$ cat src/rtl/irq_cond_pkg.sv
`default_nettype none
// ============================================================================
//  Module   : irq_cond_pkg
//  Purpose  : Shared constants for the interrupt source conditioner:
//             APB register word addresses, glitch-filter counter width and
//             the legal synchroniser depth range.
//  Revision : 1.0  initial release
// ============================================================================
package irq_cond_pkg;

    // Register word addresses (PADDR[5:2])
    localparam logic [3:0] MODEA    = 4'h0;
    localparam logic [3:0] POLA     = 4'h1;
    localparam logic [3:0] PENDA    = 4'h2;
    localparam logic [3:0] RAWA     = 4'h3;
    localparam logic [3:0] FILTERA  = 4'h4;

    // Glitch-filter length / counter width
    localparam int FILTERW = 4;

    // Legal synchroniser depth
    localparam int SYNCMIN = 2;
    localparam int SYNCMAX = 3;

endpackage : irq_cond_pkg
`default_nettype wire

$ cat src/rtl/irq_cond_channel.sv
`default_nettype none
// ============================================================================
//  Module   : irq_cond_channel
//  Purpose  : One conditioned interrupt source: synchroniser, polarity
//             correction, glitch filter, rising-edge detect, pending bit and
//             registered output.
//  Ports    : PCLK, PRESETn      clock, async active-low reset
//             i_srcIn            raw asynchronous source
//             i_mode             MODE bit as it will be after this edge
//                                (1 = edge/pending, 0 = level)
//             i_polarity         1 = source is active-low
//             i_filter           shared glitch-filter length
//             i_clrPend          write-1-to-clear strobe for the pending bit
//             o_asserted         synchroniser output XOR polarity (RAWSTAT)
//             o_pending          pending bit
//             o_irqOut           conditioned, active-high, registered output
//  Revision : 1.0  initial release
// ============================================================================
module irq_cond_channel
    import irq_cond_pkg::*;
#(
    parameter int SYNCSTAGES = 2
) (
    input  logic               PCLK,
    input  logic               PRESETn,
    input  logic               i_srcIn,
    input  logic               i_mode,
    input  logic               i_polarity,
    input  logic [FILTERW-1:0] i_filter,
    input  logic               i_clrPend,
    output logic               o_asserted,
    output logic               o_pending,
    output logic               o_irqOut
);

    logic [SYNCSTAGES-1:0] r_sync;
    logic                  r_filt;
    logic                  r_filtPrev;
    logic [FILTERW-1:0]    r_cnt;
    logic                  r_pend;
    logic                  r_irq;

    logic                  w_asserted;
    logic                  w_filtNext;
    logic [FILTERW-1:0]    w_cntNext;
    logic                  w_rise;
    logic                  w_pendNext;

    assign w_asserted = r_sync[SYNCSTAGES-1] ^ i_polarity;

    // Filter: the counter runs only while the input differs from the filtered
    // value. Using >= lets a FILTER reduced mid-count take effect at once
    // instead of letting the counter run past the new limit.
    always_comb begin
        w_filtNext = r_filt;
        w_cntNext  = r_cnt;
        if (w_asserted == r_filt) begin
            w_cntNext = '0;
        end else if (r_cnt >= i_filter) begin
            w_filtNext = w_asserted;
            w_cntNext  = '0;
        end else begin
            w_cntNext = r_cnt + 4'd1;
        end
    end

    assign w_rise = r_filt & ~r_filtPrev;

    // Set beats clear so an edge arriving with a clear-write is not lost.
    // Level mode holds the pending bit at zero.
    assign w_pendNext = i_mode ? ((r_pend & ~i_clrPend) | w_rise) : 1'b0;

    always_ff @(posedge PCLK or negedge PRESETn) begin
        if (!PRESETn) begin
            r_sync     <= '0;
            r_filt     <= 1'b0;
            r_filtPrev <= 1'b0;
            r_cnt      <= '0;
            r_pend     <= 1'b0;
            r_irq      <= 1'b0;
        end else begin
            r_sync     <= {r_sync[SYNCSTAGES-2:0], i_srcIn};
            r_filt     <= w_filtNext;
            r_filtPrev <= r_filt;
            r_cnt      <= w_cntNext;
            r_pend     <= w_pendNext;
            r_irq      <= i_mode ? w_pendNext : w_filtNext;
        end
    end

    assign o_asserted = w_asserted;
    assign o_pending  = r_pend;
    assign o_irqOut   = r_irq;

endmodule : irq_cond_channel
`default_nettype wire

$ cat src/rtl/irq_source_conditioner.sv
`default_nettype none
// ============================================================================
//  Module   : irq_source_conditioner
//  Purpose  : APB-configurable conditioning stage in front of the interrupt
//             controller. Holds the APB decode, the shared MODE / POLARITY /
//             FILTER registers and the PRDATA mux; one irq_cond_channel per
//             source does the per-source pipeline.
//  Ports    : PCLK, PRESETn                  APB clock, async active-low reset
//             PSEL, PENABLE, PWRITE, PADDR,
//             PWDATA                         APB request (zero-wait)
//             PRDATA                         registered read data
//             srcIn [NUMSRC]                 raw asynchronous sources
//             irqOut[NUMSRC]                 conditioned active-high sources
//  Params   : NUMSRC 1..32, SYNCSTAGES 2..3
//  Revision : 1.0  initial release
// ============================================================================
module irq_source_conditioner
    import irq_cond_pkg::*;
#(
    parameter int NUMSRC     = 8,
    parameter int SYNCSTAGES = 2
) (
    input  logic              PCLK,
    input  logic              PRESETn,
    input  logic              PSEL,
    input  logic              PENABLE,
    input  logic              PWRITE,
    input  logic [5:2]        PADDR,
    input  logic [31:0]       PWDATA,
    output logic [31:0]       PRDATA,
    input  logic [NUMSRC-1:0] srcIn,
    output logic [NUMSRC-1:0] irqOut
);

    logic [NUMSRC-1:0]  r_mode;
    logic [NUMSRC-1:0]  r_pol;
    logic [FILTERW-1:0] r_filter;

    logic               w_wr;
    logic               w_rd;
    logic [NUMSRC-1:0]  w_modeNext;
    logic [NUMSRC-1:0]  w_clr;
    logic [NUMSRC-1:0]  w_pend;
    logic [NUMSRC-1:0]  w_raw;
    logic [31:0]        w_rdata;
    logic               w_unusedPwdata;

    // Registers are written and read in the setup phase.
    assign w_wr = PSEL &  PWRITE & ~PENABLE;
    assign w_rd = PSEL & ~PWRITE & ~PENABLE;

    // Upper PWDATA bits are only meaningful for wide configurations.
    assign w_unusedPwdata = ^PWDATA;

    // The channels see MODE's next value so an edge-to-level switch clears
    // the pending bit on the very edge of the write.
    always_comb begin
        w_modeNext = r_mode;
        w_clr      = '0;
        if (w_wr) begin
            case (PADDR)
                MODEA:   w_modeNext = PWDATA[NUMSRC-1:0];
                PENDA:   w_clr      = PWDATA[NUMSRC-1:0];
                default: ;
            endcase
        end
    end

    always_comb begin
        w_rdata = '0;
        case (PADDR)
            MODEA:   w_rdata[NUMSRC-1:0]  = r_mode;
            POLA:    w_rdata[NUMSRC-1:0]  = r_pol;
            PENDA:   w_rdata[NUMSRC-1:0]  = w_pend;
            RAWA:    w_rdata[NUMSRC-1:0]  = w_raw;
            FILTERA: w_rdata[FILTERW-1:0] = r_filter;
            default: ;
        endcase
    end

    always_ff @(posedge PCLK or negedge PRESETn) begin
        if (!PRESETn) begin
            r_mode   <= '0;
            r_pol    <= '0;
            r_filter <= '0;
            PRDATA   <= '0;
        end else begin
            r_mode <= w_modeNext;
            if (w_wr && (PADDR == POLA)) begin
                r_pol <= PWDATA[NUMSRC-1:0];
            end
            if (w_wr && (PADDR == FILTERA)) begin
                r_filter <= PWDATA[FILTERW-1:0];
            end
            // PRDATA is zero outside the cycle after a read setup.
            PRDATA <= w_rd ? w_rdata : 32'd0;
        end
    end

    for (genvar i = 0; i < NUMSRC; i++) begin : g_chan
        irq_cond_channel #(
            .SYNCSTAGES (SYNCSTAGES)
        ) u_chan (
            .PCLK       (PCLK),
            .PRESETn    (PRESETn),
            .i_srcIn    (srcIn[i]),
            .i_mode     (w_modeNext[i]),
            .i_polarity (r_pol[i]),
            .i_filter   (r_filter),
            .i_clrPend  (w_clr[i]),
            .o_asserted (w_raw[i]),
            .o_pending  (w_pend[i]),
            .o_irqOut   (irqOut[i])
        );
    end

endmodule : irq_source_conditioner
`default_nettype wire
$ cat config.mk
export PLATFORM = sky130hd
export DESIGN_NAME = irq_source_conditioner
export DESIGN_NICKNAME = d
export VERILOG_FILES = /design/src/rtl/irq_cond_pkg.sv /design/src/rtl/irq_cond_channel.sv /design/src/rtl/irq_source_conditioner.sv
export SDC_FILE = /design/constraint.sdc
export NUM_CORES = 1
export LEC_CHECK = 0
export ABC_AREA = 1
export CAP_MARGIN = 30
export CORE_UTILIZATION = 25
export DETAILED_ROUTE_END_ITERATION = 10
export GPL_ROUTABILITY_DRIVEN = 0
export MAX_ROUTING_LAYER = met4
export PLACE_DENSITY = 0.42
export SLEW_MARGIN = 30
export SYNTH_ARGS = -nofsm -noshare
export SYNTH_HDL_FRONTEND = slang
export SYNTH_HIERARCHICAL = 1
export SYNTH_SLANG_ARGS = --single-unit
export TNS_END_PERCENT = 5
$ cat constraint.sdc
create_clock -name PCLK -period 2.4 [get_ports PCLK]
set_clock_uncertainty 0.1 [all_clocks]
set_input_delay 0.36 -clock PCLK [delete_from_list [all_inputs] [get_ports PCLK]]
set_output_delay 0.36 -clock PCLK [all_outputs]
set_load 0.005 [all_outputs]
==> flow_results.org <==
* Flow results

** Power
- For this design the total switching power over the nets is 1.87 mW.
- Largest vdd supply drop :: 0.287 mV
- Clk pwr share :: 0.279
- Share of total power in sequential cells :: 0.414
- The final power report lists total power as 5.90 mW.
- In this run the static leakage power is 3.49 nW.

** Clock tree
- Clock Path Buffers :: 2
- Clock transition time at the flip-flop clock pins of the worst setup and hold paths :: 0.07 ns
- Cts bufs inserted :: 9

** Outcome
- Violations in the final reports :: hold timing
- Status :: finished, violations left

** Die
- Row count :: 55
- Effective utilization at floorplan :: 0.257
- Die Outline Area :: 0.0241 mm2

** Setup path
- Worst reg-to-reg path cell count :: 9
- Register-to-register path setup slack :: 0.61 ns
- Critical path endpoint :: g_chan[1].u_chan/o_irqOut
- Walking the worst path, the cells encountered are clkdlybuf4s50_1 > nor2_4 > nand2_4 > nor2_8 > nor2_1 > a21oi_1 > inv_1 > nand3_1 > nand2_1.
- In this run the critical register-to-register path is captured at g_chan[5].u_chan/r_cnt[2].
- Required time at the worst-slack endpoint :: 2.54 ns
- Type of the setup path with the least slack :: primary input to flop

** Final layout
- The top cell types in the final layout, fill and taps aside, are inv_1 (111), dfrtp_1 (108), nand2_1 (95), nand3_1 (61), nor2_1 (61).
- Most frequently placed logic cell in the final layout :: inv_1
- The register with the most flip-flops in the layout has 32 of them.
- Most flops, register :: g_chan.u_chan/r_cnt
- Number of antenna repair diodes :: 0

** GRT
- Initial antenna violation count :: 0
- Most congested layer reported by global routing :: met2
- On met2, the global router reports a usage of 0.184.

** Synthesis
- Post-synthesis mux area share :: 0
- Flip-flop cell with the highest count after synthesis :: dfrtp_1
- Yosys adder share :: 0.0854
- Simple Share, Synth :: 0.208
- Post-synthesis share of cell area spent on xor and xnor gates :: 0.0461

** Final timing
- The clock period could shrink to 1.86 ns.
- Worst hold margin :: -0.0171 ns
- Endpoints failing hold in the final report were tallied at 21.
- Setup repair after global routing left no endpoint under its margin.

** Route
- Wire segments on met3 add up to 442 um in the final route.
- The count of nets left with antenna violations once routing finished came out at 0.
- Via Count :: 3,944
- Uppermost signal routing layer after detailed routing :: met4
- After detailed routing, the total wire length is 12,500 um.

** Placement
- The post-placement cell area is 0.00661 mm2.
- In this run, placement finished with an instance count of 1,007.
## cell usage after synthesis, types with 10 or more instances
library cell	instances	area [um2]
a21oi_1	12	60.1
buf_4	25	188
dfrtp_1	108	2700
ha_1	40	500
inv_1	111	417
inv_2	19	71.3
nand2_1	95	357
nand3_1	61	305
nor2_1	61	229
o21ai_0	10	50.1
o21ai_2	16	140
## power groups by stage
stage               registers [mW]  logic, mW  clock network (mW)
CTS                           2.45       1.86                1.72
floorplan                     2.42       1.35                   0
finish                        2.44       1.81                1.65
global placement              2.49       1.85                   0
global route                  2.50       2.10                1.79
detailed placement            2.49       1.85                   0
## layout make-up
type	instances	area [um2]
fill	2500	15900
sequential	108	2700
multi-input combinational	397	2390
inverter	138	628
timing repair buffer	51	493
tap	313	392
clock buffer	10	239
clock inverter	6	86.3
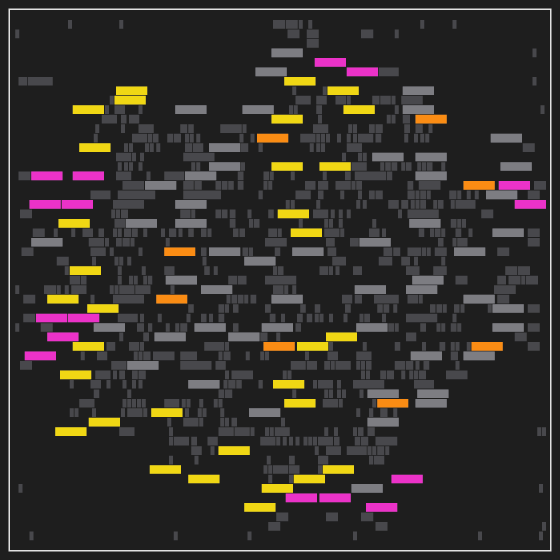
(images/registers.png)
Other sequential cells in the stronger grey, the rest of the logic in the fainter grey.
legend:
  g_chan.u_chan/r_cnt:
    colour: yellow
    sequential_cells: 32
  g_chan.u_chan/r_sync:
    colour: magenta
    sequential_cells: 16
    where: spread over the die
  g_chan.u_chan/o_pending:
    colour: orange
    sequential_cells: 8
not coloured: 52

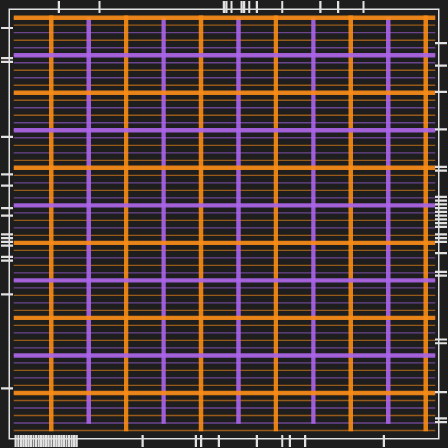
(images/pdn.png)
Pins as bars on the die edge.
legend:
  VSS:
    colour: orange
  VDD:
    colour: purple
met4 straps: 11
rows: 55
met5 straps: 11
met1 rails: 56

No activity file was given, so power comes from the tool's default toggle rates.
